Fig. 1: run 1, wires at chosen ports, followed through buffers
(4 px per µm)
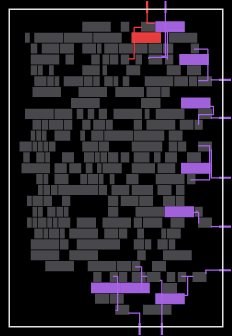
Fig. 2: run 1, clock distribution
(4 px per µm)
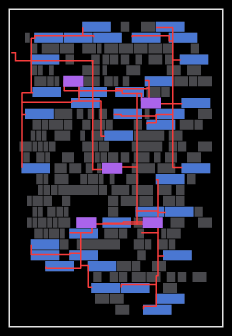
Fig. 3: run 1, met3 routing
(6 px per µm)
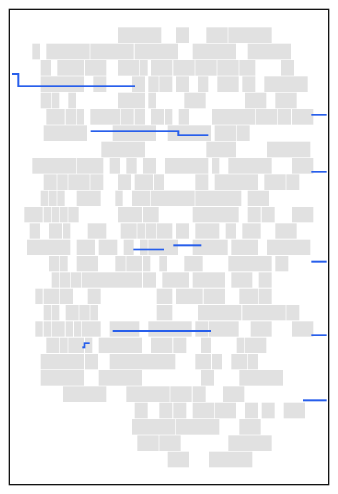
Fig. 4: run 1, placement density heat map
(4 px per µm) 5 x 8 tiles, from dark blue (low) to red (high), 0 to 100% covered.
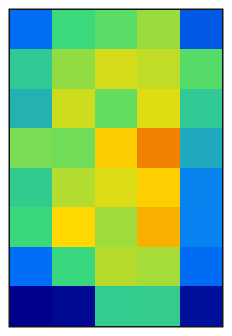
Design uart_rx, sky130hd; sources not shown.
==> reports/results.ini, run 1 <==
[status]
outcome = finished, final reports clean

[placed_design]
gp_congestion = 0.810
dp_hpwl_mm = 2.62
placed_cells = 249

[clock_network]
cts_made_buffers = 5
clk_path_buf_depth = 2
cts.repair.resized = 0

[synthesis]
logic_family = simple AND/OR/NAND/NOR gates
synthAdderAreaFrac_pct = 2.67
ff_type = dfxtp_1
ys.flops = 37
netlist_instances = 200
yosysSeqAreaShare_pct = 39.5
ys_area_um2 = 1880

[layout]
final_cell_mix = dfxtp_1 (37), nand2b_1 (21), nand2_1 (19)
nClkBuffers = 5
buffers = 16
comb_area_um2 = 1060
final-clk-cell-share_pct = 4.85
diodes = 0

[min_path]
whs_path_depth = 1
hp-class = flip-flop to flip-flop

[floorplanning]
nWellTaps = 43
num_rows = 27

[global_route]
grt_max_degree = 36
grt_usage_pct = 19.7
first_global_vias = 1374

[route]
drt_iter0_markers = 18
routed.top_layer = met4
met2_length_mm = 1.93

[timing]
min_period_ns = 2.70

[power_and_ir_drop]
p_int_w = 0.000410
switchingPower_w = 0.000101
seq-power_w = 0.000272
ir_drop_mv = 0.186
comb_cell_power_w = 0.0000179

[critical_path]
slowest_stage = clkdlybuf4s50_1
r2r_cells = 5
crit_type = flip-flop to output pin
path_cells = or2_2 > clkdlybuf4s50_1

[job]
warning_count = 27

Notes on Fig. 1 above:
| port | color | bits | direction | edge | end cells | wire |
|---|---|---|---|---|---|---|
| overrun | red | 1 | output | top | 1 | 22.2 µm |
| data_out | purple | 8 | output | 5 right, 2 bottom, 1 top | 8 | 140 µm |
Buffers on Ports: 15
Ports: 16

Notes on Fig. 2 above:
[flip-flops] blue | count: 37
[clock wires] red | length: 447 µm
[clock drivers] purple | count: 5
routed clock nets: 6
power share of the clock group: 43.3%
worst skew pair latency: 0.29 ns
Clk. pwr: 0.000221 W

Notes on Fig. 3 above:
wire length on this layer: 81.7 µm
share of all routed wire: 2.3%
nets with wire on the layer: 8
longest straight run: 19.3 µm
Total Routed Length: 3.49 mm
Vias: 1461
met3 Use GR: 5.08%

Notes on Fig. 4 above:
emptiest ninth of the die: lower left
tiles over 75% full: 13%
fullest tile: 85%
nearly empty tiles: 5.0%
fin util: 60.4%
Initial Utilization: 52.9%

Fig. 5: run 1, track usage over the die
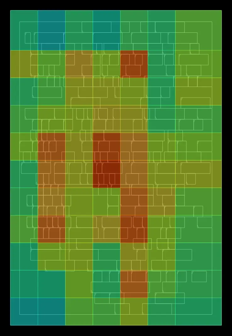

==> run 2: changes to the inputs <==
==> constraint.sdc (replaced) <==
create_clock -name clk -period 2.54 [get_ports clk]
set_clock_uncertainty 0.05 [all_clocks]
set_input_delay 0.508 -clock clk [delete_from_list [all_inputs] [get_ports clk]]
set_output_delay 0.508 -clock clk [all_outputs]
set_load 0.01 [all_outputs]
Fig. 6: run 2, track usage over the die
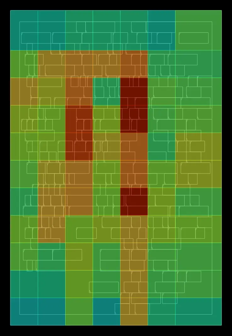
post-DR wirelength/cell: 14.1 µm
met1 usage: 20.2%
busiest grt layer: met2

Fig. 7: run 2, placement density heat map
(4 px per µm) 5 x 8 tiles, from dark blue (low) to red (high), 0 to 100% covered.
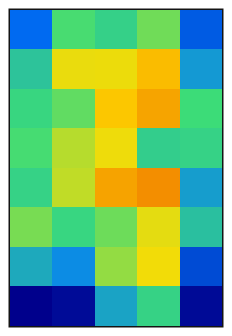
densest ninth of the die: center
nearly empty tiles: 2.5%
fullest tile: 84%
mean over tiles: 50%
emptiest ninth of the die: lower left
tiles over 75% full: 13%
fin util: 60.2%
CORE AREA: 3550 µm²

==> run 2 against run 1 <==
- synthesized area unchanged
- first-iteration DRC count up 78%
- flip-flop count unchanged
- register-to-register slack worse by 3.0 ns
- sequential power up 120%
- combinational power up 120%
- hold slack worse by 0.00091 ns
- via count up 2.2%
- cell count up 1.2%
- worst setup slack worse by 2.4 ns
- clock power up 73%
- largest power group unchanged
==> reports/results.ini, run 2 <==
[synthesis]
ys.flops = 37  ; unchanged
netlist_instances = 200  ; unchanged
logic_family = simple AND/OR/NAND/NOR gates
yosysSeqAreaShare_pct = 39.5  ; unchanged
ys_area_um2 = 1880  ; unchanged

[layout]
diodes = 0  ; unchanged
final-clk-cell-share_pct = 3.75  ; -1.1 points
comb_area_um2 = 1060  ; unchanged

[floorplanning]
fp_util_pct = 52.9  ; unchanged
nWellTaps = 43  ; unchanged

[timing]
min_period_ns = 2.14

[route]
met2_length_mm = 2.04  ; +5.6%
drt_iter0_markers = 32  ; +14

[power_and_ir_drop]
seq-power_w = 0.000589  ; +120%
p_int_w = 0.000798  ; +95%

[critical_path]
r2r_cells = 5  ; unchanged
slowest_stage = or4_4

[status]
outcome = finished, final reports clean

[clock_network]
clk_path_buf_depth = 2  ; unchanged
worstSkewPairLatency_ns = 0.29  ; about the same
cts.repair.resized = 0  ; unchanged

[global_route]
use_met3_pct = 5.08  ; unchanged
grt_usage_pct = 20.1  ; +0.44 points
first_global_vias = 1500  ; +9.2%

[placed_design]
port_buffers = 15  ; unchanged
placed_cells = 251  ; +0.80%
dp_hpwl_mm = 2.71  ; +3.5%

Fig. 8: run 2, met3 routing
(6 px per µm)
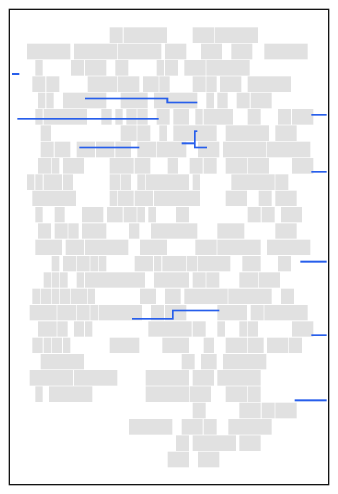
longest straight run: 23.2 µm
share of all routed wire: 2.5%
nets with wire on the layer: 8
main direction: horizontal
wire length on this layer: 91.1 µm
Total Routed Length: 3.65 mm
Vias: 1493

Fig. 9: run 2, wires at chosen ports, followed through buffers
(4 px per µm)
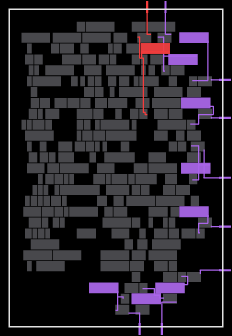

==> run 3: changes to the inputs <==
==> constraint.sdc (replaced) <==
create_clock -name clk -period 1.99 [get_ports clk]
set_clock_uncertainty 0.05 [all_clocks]
set_input_delay 0.398 -clock clk [delete_from_list [all_inputs] [get_ports clk]]
set_output_delay 0.398 -clock clk [all_outputs]
set_load 0.01 [all_outputs]
Fig. 10: run 3, wires at chosen ports, followed through buffers
(4 px per µm)
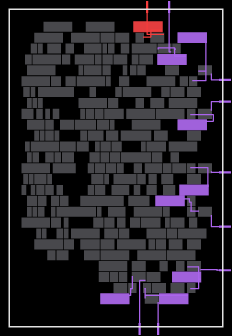
| port | color | bits | direction | edge | end cells | wire |
|---|---|---|---|---|---|---|
| data_out | purple | 8 | output | 5 right, 2 bottom, 1 top | 8 | 128 µm |
| overrun | red | 1 | output | top | 1 | 16.1 µm |

Fig. 11: run 3, track usage over the die
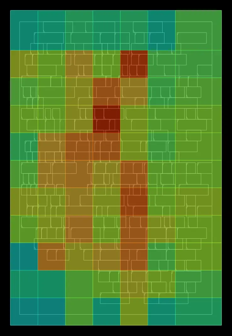
met2 usage: 39.8%
post-DR wirelength/cell: 14.2 µm
met1 usage: 21.7%
met3 Use GR: 3.95%
Total GRT Usage: 21.4%

Fig. 12: run 3, clock distribution
(4 px per µm)
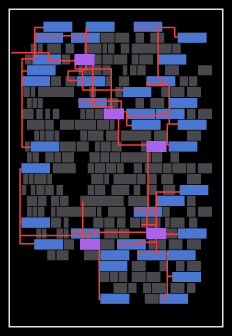
[clock drivers] purple | count: 5
[clock wires] red | length: 438 µm
[flip-flops] blue | count: 37
routed clock nets: 6
flops lie: all over the die
Clk. pwr: 0.000662 W
worst skew pair latency: 0.28 ns

==> run 3 against run 2 <==
- cell count grew 4.2%
- total power grew 45%
- synthesized area is the same
- sequential share of layout area shrank 2.3 points
- sequential power grew 28%
- count of clock-buffer cells in the layout shrank 1
- global-route usage grew 1.3 points
- die area is the same
- clock power grew 73%
- register-to-register slack lost 0.33 ns
- critical path type unchanged
- critical endpoint unchanged
- largest power group unchanged
- highest routed layer unchanged
==> reports/results.ini, run 3 <==
[status]
outcome = finished, final reports clean

[synthesis]
logic_family = simple AND/OR/NAND/NOR gates
synthAdderAreaFrac_pct = 2.67
syn_area_per_cell_um2 = 9.38
synth_top_cell_by_area = dfxtp_1
ys.flops = 37  ; unchanged
synth_top_area_share_pct = 39.5
ys_area_um2 = 1880  ; unchanged
yosysSeqAreaShare_pct = 39.5  ; unchanged
synthArstFlopShare_pct = 0
simple_gate_area_share_pct = 31.8
netlist_instances = 200  ; unchanged

[clock_network]
clk_path_buf_depth = 2  ; unchanged
holdBufCountCts = 0
cts.repair.resized = 2  ; +2
clk_pin_slew_worst_paths_ns = 0.07

[power_and_ir_drop]
p_seq_share_pct = 51.1
ir_drop_mv = 0.560
seq-power_w = 0.000751  ; +28%
combPwrFrac_pct = 3.9

[route]
drt_wl_total_mm = 3.84  ; +5.2%
vias = 1515  ; +1.5%
met2_length_mm = 2.23  ; +9.2%
drt_iter0_markers = 23  ; -28%

[layout]
final-clk-cell-share_pct = 5.08  ; +1.3 points
diodes = 0  ; unchanged
comb_area_um2 = 1100  ; +3.1%
postLayoutCoreUtil_pct = 64.5  ; +4.3 points
stdcell_count = 270

[placed_design]
port_buffers = 15  ; unchanged
placed_cells = 262  ; +4.4%
dp_hpwl_mm = 2.86  ; +5.6%

[global_route]
busiest_layer = met2
grt_max_degree = 33
first_global_vias = 1516  ; +1.1%

[floorplanning]
nWellTaps = 43  ; unchanged
core_area_um2 = 3550  ; unchanged
fp_util_pct = 52.9  ; unchanged

[timing]
min_period_ns = 1.92  ; -0.221 ns
min_period_over_period_pct = 96.5
setup_tns_ns = 0
whs_ns = 0.368

[critical_path]
endpoint_kind = flip-flop
r2r_cells = 5  ; unchanged
crit_path_max_incr_delay_ns = 0.55
slowest_stage = or4_4

[min_path]
hp-class = flip-flop to flip-flop

No activity file was given, so power comes from the tool's default toggle rates.
